--- src/rtl/truth_sweep2_if.sv ---
// Bus between truth_sweep2 and whoever drives it.
// Groups the sweep request/result signals together with the stimulus (x, y)
// and response (s1, s2) lines of the function block under test.
//   slave  : the sweeper itself (takes start, s1, s2; drives everything else)
//   master : the environment (drives start, s1, s2; observes results)
interface truth_sweep2_if;
    logic       start;
    logic       x;
    logic       y;
    logic       s1;
    logic       s2;
    logic       busy;
    logic       done;
    logic [3:0] tt1;
    logic [3:0] tt2;
    logic [2:0] errs;
    logic       pass;

    modport slave (
        input  start, s1, s2,
        output x, y, busy, done, tt1, tt2, errs, pass
    );

    modport master (
        output start, s1, s2,
        input  x, y, busy, done, tt1, tt2, errs, pass
    );
endinterface

--- src/rtl/truth_sweep2.sv ---
// truth_sweep2: sweeps {x,y} through 00,01,10,11 into a 2-in/2-out function
// block, captures its s1/s2 answers into 4-bit truth tables and compares them
// against EXP_S1/EXP_S2.
// Ports:
//   clk    : rising-edge clock
//   rst_n  : asynchronous active-low reset
//   bus    : truth_sweep2_if.slave
//            start (in)  sweep request, honoured only in IDLE
//            x, y (out)  stimulus, always equal to the current index
//            s1, s2 (in) function block outputs
//            busy (out)  high in WAIT
//            done (out)  one-cycle pulse at the end of a sweep
//            tt1, tt2    captured truth tables, bit i = answer for {x,y}=i
//            errs        number of indices with any mismatch (0..4)
//            pass        errs==0, updated when the sweep completes
//
// state | meaning
// IDLE  | waiting for start; last results held
// WAIT  | holding vector idx, counting down settle cycles, then sampling
// DONE  | one-cycle done pulse, then back to IDLE
module truth_sweep2 #(
    parameter int unsigned SETTLE = 1,
    parameter logic [3:0]  EXP_S1 = 4'b1011,
    parameter logic [3:0]  EXP_S2 = 4'b1011
) (
    input  logic          clk,
    input  logic          rst_n,
    truth_sweep2_if.slave bus
);

    localparam logic [7:0] SETTLE_C = 8'(SETTLE);

    typedef enum logic [1:0] {IDLE, WAIT, DONE} state_t;

    state_t     state, state_nxt;
    logic [1:0] idx, idx_nxt;
    logic [7:0] cnt, cnt_nxt;
    logic [3:0] tt1, tt1_nxt;
    logic [3:0] tt2, tt2_nxt;
    logic [2:0] errs, errs_nxt;
    logic       pass, pass_nxt;

    logic       miss;
    logic [2:0] errs_inc;

    // A mismatch on either output counts once for the index.
    assign miss     = (bus.s1 != EXP_S1[idx]) || (bus.s2 != EXP_S2[idx]);
    assign errs_inc = errs + {2'b00, miss};

    always_ff @(posedge clk or negedge rst_n) begin
        if (!rst_n) begin
            state <= IDLE;
            idx   <= 2'd0;
            cnt   <= 8'd0;
            tt1   <= 4'd0;
            tt2   <= 4'd0;
            errs  <= 3'd0;
            pass  <= 1'b0;
        end else begin
            state <= state_nxt;
            idx   <= idx_nxt;
            cnt   <= cnt_nxt;
            tt1   <= tt1_nxt;
            tt2   <= tt2_nxt;
            errs  <= errs_nxt;
            pass  <= pass_nxt;
        end
    end

    always_comb begin
        state_nxt = state;
        idx_nxt   = idx;
        cnt_nxt   = cnt;
        tt1_nxt   = tt1;
        tt2_nxt   = tt2;
        errs_nxt  = errs;
        pass_nxt  = pass;
        unique case (state)
            IDLE: begin
                if (bus.start) begin
                    idx_nxt   = 2'd0;
                    cnt_nxt   = SETTLE_C;
                    tt1_nxt   = 4'd0;
                    tt2_nxt   = 4'd0;
                    errs_nxt  = 3'd0;
                    pass_nxt  = 1'b0;
                    state_nxt = WAIT;
                end
            end
            WAIT: begin
                if (cnt != 8'd0) begin
                    cnt_nxt = cnt - 8'd1;
                end else begin
                    tt1_nxt[idx] = bus.s1;
                    tt2_nxt[idx] = bus.s2;
                    errs_nxt     = errs_inc;
                    if (idx == 2'd3) begin
                        // Verdict includes the mismatch sampled on this edge.
                        pass_nxt  = (errs_inc == 3'd0);
                        state_nxt = DONE;
                    end else begin
                        idx_nxt = idx + 2'd1;
                        cnt_nxt = SETTLE_C;
                    end
                end
            end
            DONE: begin
                state_nxt = IDLE;
            end
            default: begin
                state_nxt = IDLE;
            end
        endcase
    end

    // x/y come straight from the index register; idx stays at 3 after a
    // sweep so the last vector is held until the next start.
    assign bus.x    = idx[1];
    assign bus.y    = idx[0];
    assign bus.busy = (state == WAIT);
    assign bus.done = (state == DONE);
    assign bus.tt1  = tt1;
    assign bus.tt2  = tt2;
    assign bus.errs = errs;
    assign bus.pass = pass;

endmodule

--- src/flat_wrapper.sv ---
// flat-port wrapper written by rule: the top's interface ports become plain ports
module truth_sweep2_flat 
#(
    parameter int unsigned SETTLE = 1,
    parameter logic [3:0]  EXP_S1 = 4'b1011,
    parameter logic [3:0]  EXP_S2 = 4'b1011
)
  (clk, rst_n, bus_start, bus_s1, bus_s2, bus_x, bus_y, bus_busy, bus_done, bus_tt1, bus_tt2, bus_errs, bus_pass);
  truth_sweep2_if bus_i ();
  input  logic clk;
  input  logic rst_n;
  input wire logic [$bits(bus_i.start)-1:0] bus_start;
  input wire logic [$bits(bus_i.s1)-1:0] bus_s1;
  input wire logic [$bits(bus_i.s2)-1:0] bus_s2;
  output wire logic [$bits(bus_i.x)-1:0] bus_x;
  output wire logic [$bits(bus_i.y)-1:0] bus_y;
  output wire logic [$bits(bus_i.busy)-1:0] bus_busy;
  output wire logic [$bits(bus_i.done)-1:0] bus_done;
  output wire logic [$bits(bus_i.tt1)-1:0] bus_tt1;
  output wire logic [$bits(bus_i.tt2)-1:0] bus_tt2;
  output wire logic [$bits(bus_i.errs)-1:0] bus_errs;
  output wire logic [$bits(bus_i.pass)-1:0] bus_pass;
  assign bus_i.start = bus_start;
  assign bus_i.s1 = bus_s1;
  assign bus_i.s2 = bus_s2;
  assign bus_x = bus_i.x;
  assign bus_y = bus_i.y;
  assign bus_busy = bus_i.busy;
  assign bus_done = bus_i.done;
  assign bus_tt1 = bus_i.tt1;
  assign bus_tt2 = bus_i.tt2;
  assign bus_errs = bus_i.errs;
  assign bus_pass = bus_i.pass;
  truth_sweep2 #(.SETTLE(SETTLE), .EXP_S1(EXP_S1), .EXP_S2(EXP_S2)) u_core (.clk(clk), .rst_n(rst_n), .bus(bus_i));
endmodule
--- config.mk ---
export PLATFORM = sky130hd
export DESIGN_NAME = truth_sweep2_flat
export DESIGN_NICKNAME = d
export VERILOG_FILES = /design/src/rtl/truth_sweep2_if.sv /design/src/rtl/truth_sweep2.sv /design/src/flat_wrapper.sv
export SDC_FILE = /design/constraint.sdc
export NUM_CORES = 1
export LEC_CHECK = 0
export CAP_MARGIN = 40
export CORE_ASPECT_RATIO = 1.2
export CORE_MARGIN = 2
export CORE_UTILIZATION = 47
export DETAILED_ROUTE_END_ITERATION = 10
export PLACE_DENSITY = 0.75
export SYNTH_ARGS = -nofsm -noshare
export SYNTH_HDL_FRONTEND = slang
export SYNTH_SLANG_ARGS = --single-unit
--- constraint.sdc ---
create_clock -name clk -period 1.9 [get_ports clk]
set_input_delay 0.38 -clock clk [delete_from_list [all_inputs] [get_ports clk]]
set_output_delay 0.38 -clock clk [all_outputs]
set_load 0.01 [all_outputs]
==> flow_summary.json <==
{
  "status": "complete, no violations",
  "row_count": 20,
  "clkSlewWorstSetupHoldPaths_ns": 0.13,
  "grt_overflow": 0,
  "cts_max_level": 1,
  "slowest_stage": "dfrtp_1",
  "core-area_mm2": 0.00255,
  "r2r-end": "u_core.bus.pass",
  "synth-seq-cells": 24,
  "nNetsFinal": 178,
  "crit_chain": "inv_2, ha_4, ha_1, nand2_1, ha_2, ha_2, nor4_1, a22o_1",
  "critPathMaxFanout": 3,
  "warnings": 30,
  "wl_met1_um": 1140,
  "critical_path.top_delay_family": "adder cells",
  "finalSetupViolCount": 0,
  "drv_cap": 0,
  "worstReg2RegStart": "u_core.idx[0]",
  "avgViaCountPerCell": 5.56,
  "chip_area_mm2": 0.00314,
  "worstPathArrival_ns": 2.13,
  "register_area_um2": 602,
  "worst-path-buf-inv": 1,
  "numCtsBuffers": 3,
  "met2_usage": 0.370,
  "cts_tree": "yes",
  "syn_to_final_growth_pct": 30.9,
  "endpoint_kind": "register",
  "grt_pass1_vias": 1036,
  "fin_crit_sh": 0.983,
  "met2_length_um": 1490,
  "maxSlewHeadroom": 0.741,
  "hpwlAfterDp_um": 2060,
  "rsz0062_at_grt": "yes",
  "fp_nets": 140,
  "yosys_cells": 126,
  "ant_nets": 0,
  "fillCellCount": 216,
  "drc_errors": 0,
  "top_layer_used": "met4",
  "cpMostUsedCell": "ha_2",
  "peakVddDrop_v": 0.000849,
  "met1_usage": 0.230,
  "hold_viol": 0,
  "synth_cells": 126,
  "first_iter_violations": 19,
  "fp_util": 0.498,
  "reg2reg_depth": 8,
  "syn_area_per_cell_um2": 10.1,
  "max-clock-path-buffers": 2,
  "ys_seq_share": 0.473,
  "syn_area_mm2": 0.00127,
  "antenna_found_initial": 0,
  "insertion_delay_ns": 0.31,
  "route.met3.wl_um": 99,
  "fin_crit_ns": 1.87,
  "postCtsHoldBufs": 0,
  "grt_util_met3": 0.0222,
  "hold_path_class": "primary input to asynchronous set/reset pin",
  "yosys_area_mm2": 0.00127,
  "clkSinkCount": 24,
  "cts_root_buf": "clkbuf_4",
  "endpoint": "u_core.bus.pass",
  "p_leak_nw": 0.774,
  "cp_slowest_stage_delay_ns": 0.38,
  "totalPowerFinal_mw": 2.44,
  "crit_cells": 8,
  "grt_pass1_wl_um": 4530,
  "start_kind": "register",
  "antenna_cells": 0,
  "startpoint": "u_core.idx[0]",
  "pin_count": 21,
  "powerDensity_mw_per_mm2": 1460,
  "place.gp.congestion": 0.757,
  "cp.required_ns": 2.16,
  "slew_violations": 0,
  "ys_warn_count": 0,
  "firstDrtPassIters": 4,
  "yosysUniqueCellTypes": 33,
  "combGateArea_um2": 616,
  "grt_start_max_net_pins": 25,
  "fmax_ghz": 0.536,
  "tightest_slew_ns": 0.386,
  "grt-busiest-layer": "met2",
  "worst-r2r-setup-slack_ns": 0.03,
  "drive_gt1_frac": 0.191,
  "tns_ns": 0,
  "path_class": "register to register"
}
[flip-flops by register name, summed over array words and instances, names as in the netlist]
register         cells
u_core.bus.pass      1
u_core.bus.tt1       4
u_core.bus.tt2       4
u_core.cnt           8
u_core.bus.errs      3
u_core.idx           2
u_core.state         2
[layout by cell type, fill, tap and decap left out, types with 2 or more instances in the layout]
| cell | netlist | final |
|---|---|---|
| inv_1 | 14 | 13 |
| a21oi_1 | 10 | 10 |
| mux2i_1 | 3 | 3 |
| clkbuf_4 | 0 | 3 |
| nand2_1 | 10 | 10 |
| nand3_1 | 5 | 5 |
| clkdlybuf4s50_1 | 0 | 18 |
| or3_1 | 3 | 3 |
| dlymetal6s2s_1 | 0 | 2 |
| nor2_1 | 7 | 7 |
| ha_1 | 9 | 6 |
| o21ai_0 | 6 | 6 |
| buf_4 | 1 | 16 |
| nor2b_1 | 5 | 4 |
| dfrtp_1 | 24 | 23 |
| inv_2 | 1 | 2 |
| a32o_1 | 8 | 8 |
| ha_2 | 0 | 2 |
[cell type report]
| class | count | area share |
|---|---|---|
| clock buffers | 3 | 0.0135 |
| inverters | 15 | 0.0339 |
| multi-input cells | 84 | 0.370 |
| flip-flops and latches | 24 | 0.362 |
| well taps | 33 | 0.0248 |
| repair buffers | 36 | 0.196 |
[where the power goes]
group	internal, mW	switching (mW)	total [mW]
registers	0.709	0.182	0.891
clock network	0.0741	0.149	0.223
logic	0.702	0.618	1.32
total	1.49	0.950	2.44
[synthesized netlist by cell type]
master	n	area (µm²)
nand3b_1	1	7.51
o41ai_1	1	8.76
ha_1	9	113
nand3_1	5	25.0
a22o_1	1	8.76
and2b_1	1	7.51
nand2_1	10	37.5
and2_1	1	6.26
and3_1	1	6.26
a21boi_2	1	11.3
buf_2	2	10.0
nor4_4	1	21.3
a41o_2	1	11.3
nor4_1	1	6.26
o21bai_1	1	7.51
o22ai_1	1	6.26
nor3_1	1	5.00
o21ai_1	1	5.00
a32o_1	8	80.1
nor2b_1	5	31.3
inv_1	14	52.6
dfrtp_1	24	601
nor2_1	7	26.3
o21ai_0	6	30.0
buf_4	1	7.51
mux2i_1	3	30.0
nor3b_2	1	12.5
a31o_2	1	8.76
inv_2	1	3.75
or3_1	3	18.8
a22oi_1	1	7.51
a21oi_1	10	50.1
a31oi_1	1	6.26
[stage by stage]
step	std cells	setup slack [ns]	hold slack [ns]	area, µm²	utilization
after CTS	191	0.00266	0.421	1630	0.638
final	195	0.0327	0.405	1660	0.651
after floorplan	126	0.0134	0.0844	1280	-
after detailed placement	186	-0.237	0.483	1580	0.620
after global placement	186	-0.169	0.477	1580	0.620
after global routing	195	-0.0396	0.449	1660	0.651
[logic make-up after synthesis]
| logic type | Yosys count | synth area share |
|---|---|---|
| simple gates | 38 | 0.167 |
| fa+ha+maj | 9 | 0.0887 |
| buf+inv | 18 | 0.0581 |
| compound gates | 34 | 0.190 |
| mux | 3 | 0.0236 |
| flops | 24 | 0.473 |
[timing repair]
action,in CTS,in global routing
buffers inserted,2,4
gates resized,4,2
setup endpoints to repair,3,7
pin swaps,3,4
gates cloned,0,0
Wiring by layer:
Drawn at 4 px/µm.
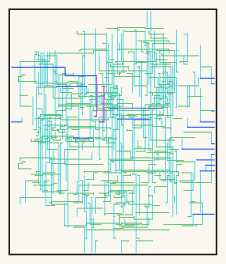
| color | layer | wire length |
|---|---|---|
| green | M1 | 1140 µm |
| cyan | M2 | 1490 µm |
| magenta | M4 | 19.0 µm |
| blue | M3 | 99.6 µm |
vias post-DR: 1084
Total GRT Usage: 0.195
Routed wire per std cell: 14.1 µm
Routed WL: 2750 µm

Cell area per tile:
Drawn at 6 px/µm. The die is cut into 5 by 6 equal tiles; black is low, pale yellow is high, 0 to 100% covered.
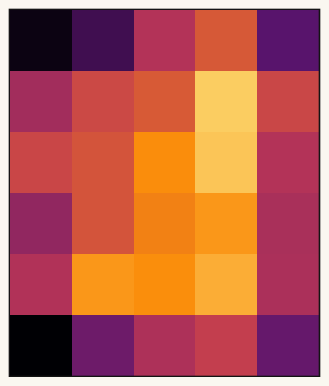
fullest tile: 89%
tiles over 75% full: 23%
nearly empty tiles: 3.3%
mean over tiles: 52%

The clock network:
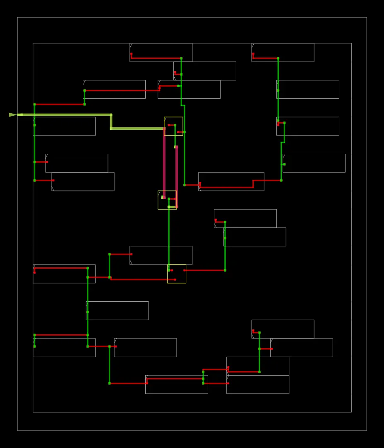
skew final: 0.00405 ns
sequential cell count: 24

Pin placement:
Drawn at 6 px/µm. Pins as bars across the die edge, other pins in gray.
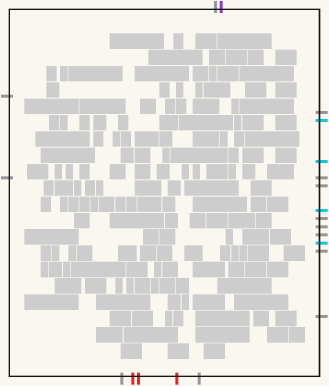
| color | port | pins | direction | edge |
|---|---|---|---|---|
| cyan | bus_tt2 | 4 | output | east |
| red | bus_errs | 3 | output | south |
| purple | bus_y | 1 | output | north |
Die Wd: 51.5 µm
I/O Buffers: 20
die height: 60.9 µm

Placement by cell class:
Drawn at 4 px/µm.
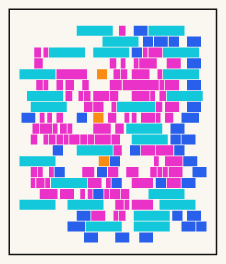
| color | class | cells | share of their area |
|---|---|---|---|
| orange | clock-net drivers | 3 | 1.4% |
| blue | remaining buffers and delay cells | 36 | 20% |
| magenta | remaining logic cells | 99 | 41% |
| cyan | registers | 24 | 37% |

No activity file was given, so power comes from the tool's default toggle rates.
